--- config.mk ---
export PLATFORM = sky130hd
export DESIGN_NAME = usb_pulpino_word_sender_flat
export DESIGN_NICKNAME = d
export VERILOG_FILES = /design/src/rtl/usb_pulpino_word_sender_if.sv /design/src/rtl/usb_pulpino_word_sender.sv /design/src/flat_wrapper.sv
export SDC_FILE = /design/constraint.sdc
export NUM_CORES = 1
export LEC_CHECK = 0
export ABC_AREA = 1
export CAP_MARGIN = 20
export CORE_UTILIZATION = 40
export CTS_CLUSTER_DIAMETER = 120
export CTS_CLUSTER_SIZE = 20
export DETAILED_ROUTE_END_ITERATION = 6
export PLACE_DENSITY = 0.64
export SLEW_MARGIN = 25
export SYNTH_ARGS = -nofsm -noshare
export SYNTH_HDL_FRONTEND = slang
export SYNTH_SLANG_ARGS = --single-unit
--- constraint.sdc ---
create_clock -name clk -period 4.01 [get_ports clk]
set_clock_uncertainty 0.05 [all_clocks]
set_input_delay 0.802 -clock clk [delete_from_list [all_inputs] [get_ports clk]]
set_output_delay 0.802 -clock clk [all_outputs]
set_load 0.1 [all_outputs]
--- src/rtl/usb_pulpino_word_sender_if.sv ---
// Word push bus from the USB register block into the PULPino word sender.
// master: USB register side (drives word_i / word_valid_i, sees word_ready_o).
// slave : word sender (captures word_i on word_valid_i, reports word_ready_o).
interface usb_pulpino_word_sender_if #(
  parameter int pWORD_WIDTH = 32
);
  logic [pWORD_WIDTH-1:0] word_i;
  logic                   word_valid_i;
  logic                   word_ready_o;

  modport master (
    output word_i,
    output word_valid_i,
    input  word_ready_o
  );

  modport slave (
    input  word_i,
    input  word_valid_i,
    output word_ready_o
  );
endinterface

--- src/rtl/usb_pulpino_word_sender.sv ---
// Purpose : buffers 32-bit words from the USB register block and serializes them
//           LSB-byte-first onto the PULPino GPIO byte lane via a 2-bit turn handshake.
// Latency : push at edge E0 -> first byte/turn visible after E2; ack -> next byte in 1 cycle.
// Backpressure: word_ready_o drops when the FIFO is full; a push while full is dropped
//           and flagged on the sticky overflow_o. PULPino paces bytes through its turn counter.
// Ports   : clk, reset_i (sync, active high); word_if (slave: word_i, word_valid_i,
//           word_ready_o); flush_i; gpio_data_in_o; data_in_io_turn_o; data_in_pulpino_turn_i;
//           data_in_done_o; fifo_level_o; overflow_o; proto_err_o.
// Option  : define PULPINO_TURN_SYNC_EN to pass data_in_pulpino_turn_i through a
//           2-flop synchronizer (adds 2 cycles to ack and protocol-check latency).
module usb_pulpino_word_sender #(
  parameter int pWORD_WIDTH = 32,
  parameter int pFIFO_DEPTH = 4
) (
  input  logic                         clk,
  input  logic                         reset_i,
  usb_pulpino_word_sender_if.slave     word_if,
  input  logic                         flush_i,
  output logic [7:0]                   gpio_data_in_o,
  output logic [1:0]                   data_in_io_turn_o,
  input  logic [1:0]                   data_in_pulpino_turn_i,
  output logic                         data_in_done_o,
  output logic [$clog2(pFIFO_DEPTH):0] fifo_level_o,
  output logic                         overflow_o,
  output logic                         proto_err_o
);

  localparam int AW = $clog2(pFIFO_DEPTH);
  localparam int NB = pWORD_WIDTH / 8;
  localparam int BW = (NB > 1) ? $clog2(NB) : 1;

  typedef enum logic [1:0] {IDLE, LOAD, WAIT_ACK, DONE} state_t;

  logic [pWORD_WIDTH-1:0] r_mem [pFIFO_DEPTH];
  logic [AW-1:0]          r_wr_ptr;
  logic [AW-1:0]          r_rd_ptr;
  logic [AW:0]            r_count;
  logic                   r_overflow;

  state_t                 r_state;
  logic [pWORD_WIDTH-1:0] r_shreg;
  logic [BW-1:0]          r_byte_cnt;
  logic [7:0]             r_gpio;
  logic [1:0]             r_io_turn;
  logic                   r_done;
  logic                   r_proto_err;

  logic                   w_full;
  logic                   w_empty;
  logic                   w_push;
  logic                   w_pop;
  logic [1:0]             w_pturn;
  logic                   w_ack;
  logic                   w_last;
  logic [pWORD_WIDTH-1:0] w_shreg_next;

`ifdef PULPINO_TURN_SYNC_EN
  logic [1:0] r_pturn_meta;
  logic [1:0] r_pturn_sync;

  always_ff @(posedge clk) begin
    if (reset_i) begin
      r_pturn_meta <= 2'b00;
      r_pturn_sync <= 2'b00;
    end else begin
      r_pturn_meta <= data_in_pulpino_turn_i;
      r_pturn_sync <= r_pturn_meta;
    end
  end

  assign w_pturn = r_pturn_sync;
`else
  assign w_pturn = data_in_pulpino_turn_i;
`endif

  assign w_full       = (r_count == (AW+1)'(pFIFO_DEPTH));
  assign w_empty      = (r_count == '0);
  // Full is the pre-edge state, so a same-cycle pop never rescues a push.
  assign w_push       = word_if.word_valid_i && !w_full && !flush_i;
  assign w_pop        = (r_state == IDLE) && !w_empty;
  assign w_ack        = (w_pturn == r_io_turn);
  assign w_last       = (r_byte_cnt == BW'(NB - 1));
  assign w_shreg_next = r_shreg >> 8;

  // Storage carries no reset; validity is tracked by the pointers and count.
  always_ff @(posedge clk) begin
    if (w_push) begin
      r_mem[r_wr_ptr] <= word_if.word_i;
    end
  end

  always_ff @(posedge clk) begin
    if (reset_i) begin
      r_wr_ptr   <= '0;
      r_rd_ptr   <= '0;
      r_count    <= '0;
      r_overflow <= 1'b0;
    end else begin
      // A flush swallows a simultaneous push silently, so no overflow then.
      if (word_if.word_valid_i && w_full && !flush_i) begin
        r_overflow <= 1'b1;
      end
      if (flush_i) begin
        r_wr_ptr <= '0;
        r_rd_ptr <= '0;
        r_count  <= '0;
      end else begin
        if (w_push) r_wr_ptr <= r_wr_ptr + AW'(1);
        if (w_pop)  r_rd_ptr <= r_rd_ptr + AW'(1);
        case ({w_push, w_pop})
          2'b10:   r_count <= r_count + (AW+1)'(1);
          2'b01:   r_count <= r_count - (AW+1)'(1);
          default: r_count <= r_count;
        endcase
      end
    end
  end

  always_ff @(posedge clk) begin
    if (reset_i) begin
      r_state     <= IDLE;
      r_shreg     <= '0;
      r_byte_cnt  <= '0;
      r_gpio      <= 8'h00;
      r_io_turn   <= 2'b00;
      r_done      <= 1'b0;
      r_proto_err <= 1'b0;
    end else begin
      r_done <= 1'b0;
      case (r_state)
        IDLE: begin
          if (!w_ack) r_proto_err <= 1'b1;
          if (!w_empty) begin
            r_shreg    <= r_mem[r_rd_ptr];
            r_byte_cnt <= '0;
            r_state    <= LOAD;
          end
        end
        LOAD: begin
          r_gpio    <= r_shreg[7:0];
          r_io_turn <= r_io_turn + 2'd1;
          r_state   <= WAIT_ACK;
        end
        WAIT_ACK: begin
          // PULPino may legally lag by exactly one turn while a byte is outstanding.
          if (!w_ack && (w_pturn != r_io_turn - 2'd1)) r_proto_err <= 1'b1;
          if (w_ack) begin
            if (w_last) begin
              r_done  <= 1'b1;
              r_state <= DONE;
            end else begin
              r_shreg    <= w_shreg_next;
              r_gpio     <= w_shreg_next[7:0];
              r_byte_cnt <= r_byte_cnt + BW'(1);
              r_io_turn  <= r_io_turn + 2'd1;
            end
          end
        end
        DONE: begin
          if (!w_ack) r_proto_err <= 1'b1;
          r_state <= IDLE;
        end
        default: r_state <= IDLE;
      endcase
    end
  end

  assign word_if.word_ready_o = !w_full;
  assign gpio_data_in_o       = r_gpio;
  assign data_in_io_turn_o    = r_io_turn;
  assign data_in_done_o       = r_done;
  assign fifo_level_o         = r_count;
  assign overflow_o           = r_overflow;
  assign proto_err_o          = r_proto_err;

endmodule

--- src/flat_wrapper.sv ---
// flat-port wrapper written by rule: the top's interface ports become plain ports
module usb_pulpino_word_sender_flat 
#(
  parameter int pWORD_WIDTH = 32,
  parameter int pFIFO_DEPTH = 4
)
  (clk, reset_i, flush_i, gpio_data_in_o, data_in_io_turn_o, data_in_pulpino_turn_i, data_in_done_o, fifo_level_o, overflow_o, proto_err_o, word_if_word_i, word_if_word_valid_i, word_if_word_ready_o);
  usb_pulpino_word_sender_if #(.pWORD_WIDTH(pWORD_WIDTH)) word_if_i ();
  input  logic clk;
  input  logic reset_i;
  input  logic flush_i;
  output logic [7:0] gpio_data_in_o;
  output logic [1:0] data_in_io_turn_o;
  input  logic [1:0] data_in_pulpino_turn_i;
  output logic data_in_done_o;
  output logic [$clog2(pFIFO_DEPTH):0] fifo_level_o;
  output logic overflow_o;
  output logic proto_err_o;
  input wire logic [$bits(word_if_i.word_i)-1:0] word_if_word_i;
  input wire logic [$bits(word_if_i.word_valid_i)-1:0] word_if_word_valid_i;
  output wire logic [$bits(word_if_i.word_ready_o)-1:0] word_if_word_ready_o;
  assign word_if_i.word_i = word_if_word_i;
  assign word_if_i.word_valid_i = word_if_word_valid_i;
  assign word_if_word_ready_o = word_if_i.word_ready_o;
  usb_pulpino_word_sender #(.pWORD_WIDTH(pWORD_WIDTH), .pFIFO_DEPTH(pFIFO_DEPTH)) u_core (.clk(clk), .reset_i(reset_i), .word_if(word_if_i), .flush_i(flush_i), .gpio_data_in_o(gpio_data_in_o), .data_in_io_turn_o(data_in_io_turn_o), .data_in_pulpino_turn_i(data_in_pulpino_turn_i), .data_in_done_o(data_in_done_o), .fifo_level_o(fifo_level_o), .overflow_o(overflow_o), .proto_err_o(proto_err_o));
endmodule
**Run 1: I/O pins on the die edge**

Pins as bars across the die edge, other pins in gray.
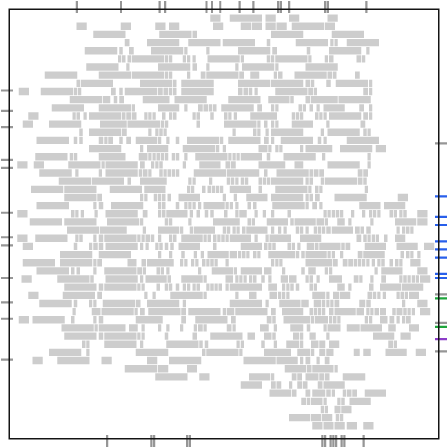
legend:
  gpio_data_in_o:
    color: blue
    pins: 8
    direction: output
    edge: right
  data_in_io_turn_o:
    color: green
    pins: 2
    direction: output
    edge: right
  data_in_done_o:
    color: purple
    pins: 1
    direction: output
    edge: right
all pins by edge: 15 top, 15 right, 13 bottom, 12 left

**Run 1: routing congestion map**

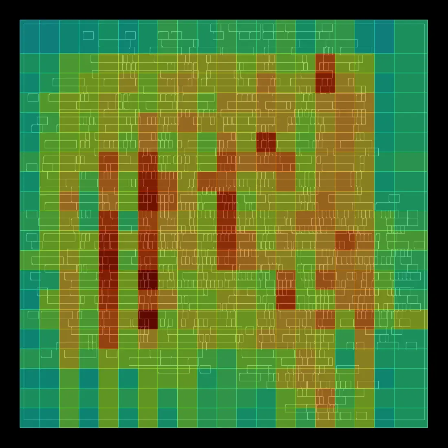
met2 Track Usage GR: 28.5%
GR Util met1: 21.6%
DR WL/cell: 13.5 um
met3 usage: 3.29%

**Run 1: placed cells, one color a class**

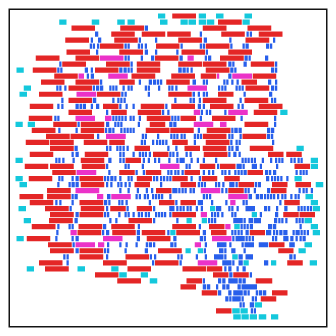
legend:
  other buffers and delay cells:
    color: cyan
    cells: 65
    share_of_their_area: 7.0%
  clock drivers and dummy loads:
    color: magenta
    cells: 32
    share_of_their_area: 6.6%
  flip-flops:
    color: red
    cells: 186
    share_of_their_area: 56%
  all other logic:
    color: blue
    cells: 641
    share_of_their_area: 31%
post-layout util: 47.7%
sequential share of cell area: 53.9%
# rows: 51
core area: 19,500 sq um
final non-filler cell area: 9280 sq um

==> reports/results.ini, run 1 <==
[status]
status = finished clean

[timing]
period_used_pct = 74.4
rsz0062_at_grt = false
whs_ns = 0.398
slew_headroom_pct = 35.1
hold_violations = 0
finalMaxSlewViolations = 0
fmax_ghz = 0.335
finalSetupViolCount = 0
final.min_clock_period_ns = 2.98

[final_layout]
clk_share_pct = 6.36
logic_area_sq_um = 2420
buf_share_pct = 6.71
num_antenna_cells = 0
top_register = u_core.r_mem
final_common_cell = nand2_1
dominant_cells = sequential cells
sh_comb_area_pct = 26.1
ff_count = 186
drive_gt1_share_pct = 6.39
largest_register_ffs = 128
layout.comb_gates.multi_input = 558
layout_top_cells = 280 x nand2_1, 135 x nor2_1, 128 x edfxtp_1
area_delta_synth_final_pct = 17.1
n_fill_cell = 1808
nNonClkBuffers = 65

[synth]
fp_nets = 917
synth_warnings = 0
synth.top_cell.area_share_pct = 48.5
ys_cells = 868
netlist_instances = 868
logic_family = simple AND/OR/NAND/NOR gates
ys_seq_share_pct = 63.1
yosys.area_share.xor_xnor_pct = 0
synth_cell_types = 26
synth-edff-count = 128
mux_share_pct = 0

[setup_path]
worst-path-max-fanout = 4
endpoint_kind = output port
r2r_end = u_core.r_shreg[10]
cp.depth = 3
critPathLaunchType = register
cpPeakStageDelay_ns = 1.13
crit_start = u_core.fifo_level_o[1]
critical_path.top_delay_family = buffers and inverters
r2r_slack_ns = 1.63

[hold_path]
hold_depth = 2
holdPathEnd = u_core.proto_err_o
hold_class = reg2reg

[die]
fp_util_pct = 40.7
tap_cells = 265
die_height_um = 143
io_pins = 55
fp.dieW_um = 143

[place]
portBuffers = 54
gp_congestion = 0.798
dpl.hpwl_um = 9490

[power_and_ir_drop]
p_leak_nw = 3.83
pwr-share-clk_pct = 28.5
internal_power_mw = 3.76
pg_comb_mw = 1.81
power.switching_mw = 2.11
power_mw = 5.87
p_per_area_nw_per_um2 = 632
irDropWorstVdd_mv = 0.378
top_power_group = registers

[grt]
grt_remaining_overflow = 0
first_global_vias = 5038
grt_max_degree = 67
grt_pass1_wl_um = 25900
grt_usage_pct = 16.9

[routing]
dr.pass1.iters = 7
drc = 0
first_iter_violations = 410

[clock_tree]
clockBufferDepth = 2
cts_num_sinks = 186
ctsHoldBuffers = 0
root_buffer = clkbuf_16
clock_latency_ns = 0.43
cts_made_buffers = 17

[run]
warnings = 33

## run 1: per-layer routing
| layer | track usage [%] | wire length [um] | up-vias |
|---|---|---|---|
| met4 | 5.83 | 194 | 0 |
| met5 | 0 | 0 | - |
| li1 | - | - | 2853 |
| met2 | 28.5 | 7830 | 93 |
| met3 | 3.29 | 406 | 15 |
| met1 | 21.6 | 7630 | 2487 |
## run 1: tightest hold or removal path: stages, from the launching register on
cell	delay [ns]
dfxtp_1	0.31
inv_1	0.04
a21oi_1	0.05
## run 1: stage by stage
step                cell area, sq um  util, %  std cells  setup TNS, ns
floorplan                       7930        -        868          -4.95
global placement                8690     44.7       1157              0
detailed placement              8690     44.7       1157              0
CTS                             9280     47.7       1189              0
global route                    9280     47.7       1189              0
finish                          9280     47.7       1189              0
**Run 1: routed clock nets over the placement**

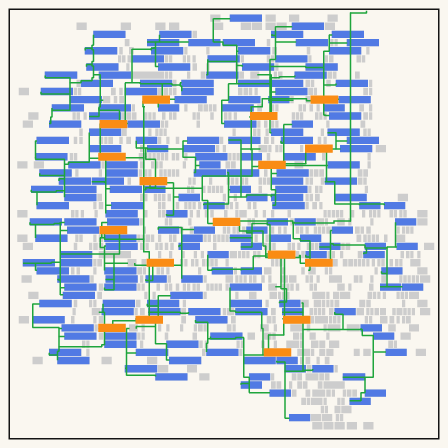

==> inputs of run 2 (changes only) <==
--- a/config.mk
+++ b/config.mk
@@ -11,7 +11,7 @@
 export CTS_CLUSTER_DIAMETER = 120
 export CTS_CLUSTER_SIZE = 20
 export DETAILED_ROUTE_END_ITERATION = 6
-export PLACE_DENSITY = 0.64
+export PLACE_DENSITY = 0.66
 export SLEW_MARGIN = 25
 export SYNTH_ARGS = -nofsm -noshare
 export SYNTH_HDL_FRONTEND = slang
==> constraint.sdc (replaced) <==
create_clock -name clk -period 2.5 [get_ports clk]
set_clock_uncertainty 0.05 [all_clocks]
set_input_delay 0.5 -clock clk [delete_from_list [all_inputs] [get_ports clk]]
set_output_delay 0.5 -clock clk [all_outputs]
set_load 0.1 [all_outputs]
**Run 2: routed clock nets over the placement**

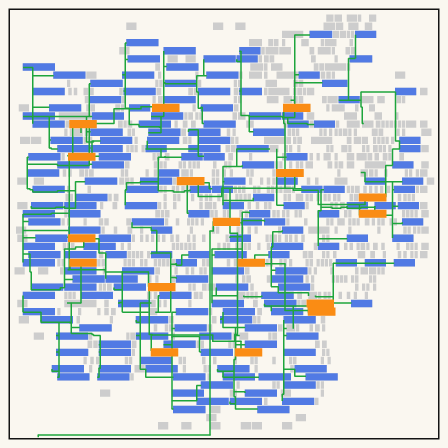
legend:
  clock wires:
    color: green
    length: 2,110 um
  flip-flops:
    color: blue
    count: 186
  cells driving clock nets:
    color: orange
    count: 17
routed clock nets: 18

==> run 2 against run 1 <==
  * Global-route usage is essentially flat
  * Sequential power up about 60%
  * Core utilization rose by 0.60 points
  * Clock power up about 60%
  * Via count up 0.26%
  * Register-to-register slack got worse by 1.2 ns
  * Routed wire length decreased by 1.3%
  * Sequential cell count did not move
  * Critical path type is now reg2reg
  * Largest cell class unchanged
==> reports/results.ini, run 2 <==
[place]
dpl.hpwl_um = 9370  ; -1.3%
gp_congestion = 0.764  ; -4.2%

[setup_path]
cpPeakStageDelay_ns = 0.37  ; -0.76 ns
worst-path-max-fanout = 4  ; unchanged
critical_path.top_delay_family = adder cells
critPathLaunchType = register

[power_and_ir_drop]
p_per_area_nw_per_um2 = 1000  ; +59%
power_mw = 9.42  ; +61%
pwr-share-clk_pct = 28.5  ; about the same
p_leak_nw = 3.92  ; +2.5%
power.switching_mw = 3.37  ; +59%
irDropWorstVdd_mv = 0.608  ; +61%

[timing]
finalSetupViolCount = 0  ; unchanged
final.min_clock_period_ns = 2.12
hold_violations = 0  ; unchanged
whs_ns = 0.400  ; +0.00156 ns
setup_tns_ns = 0  ; unchanged
period_used_pct = 84.6

[synth]
mux_share_pct = 0  ; unchanged
fp_nets = 917  ; unchanged
ys_seq_share_pct = 63.1  ; unchanged
logic_family = simple AND/OR/NAND/NOR gates
synth_warnings = 0  ; unchanged
netlist_instances = 868  ; unchanged

[grt]
met2_usage_pct = 28.3  ; -0.18 points
grt_max_degree = 67  ; unchanged
top_usage_layer = met2

[final_layout]
final_cell_count_no_fill = 1194  ; +0.42%
final_util_pct = 48.3  ; +0.60 points
layout_top_cells = 278 x nand2_1, 135 x nor2_1, 128 x edfxtp_1
area_delta_synth_final_pct = 18.6
final_common_cell = nand2_1

[clock_tree]
ctsHoldBuffers = 0  ; unchanged
cts_num_sinks = 186  ; unchanged

[routing]
wl_met2_um = 7900  ; +0.84%
first_iter_violations = 461  ; +12%
highest_layer = met4

[status]
status = finished clean

[die]
core.rowCount = 51  ; unchanged

**Run 2: routed metal, one color a layer**

Two of the layers only.
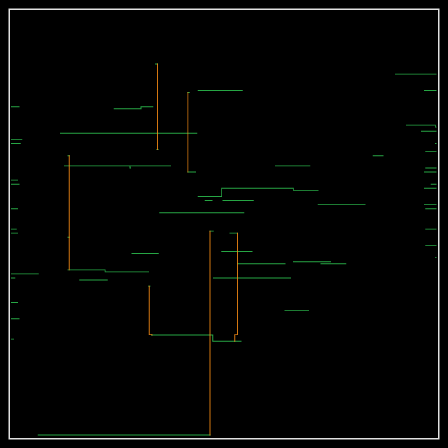
legend:
  met4:
    color: orange
    wire_length: 215 um
  met3:
    color: green
    wire_length: 546 um

## run 2: cell counts after synthesis
No cell type changed its count.
## run 2: final cells by class
class | count | area [sq um]
Fill cell | 1817 | 10100
Inverter | 83 | 312
Sequential cell | 186 | 5010
Multi-Input combinational cell | 558 | 2450
Clock inverter | 14 | 159
Timing Repair Buffer | 71 | 713
Clock buffer | 17 | 425
Tap cell | 265 | 332
## run 2: path summary, 6_finish.rpt
path / startpoint / end / depth (start not counted)
setup / recovery: u_core.r_state[1] / u_core.fifo_level_o[2] / 11
hold / removal: u_core.proto_err_o / u_core.proto_err_o / 2
hold reg to reg: u_core.proto_err_o / u_core.proto_err_o / 2
setup reg to reg: u_core.r_state[1] / u_core.fifo_level_o[2] / 11
Power and IR drop assume default switching activity.
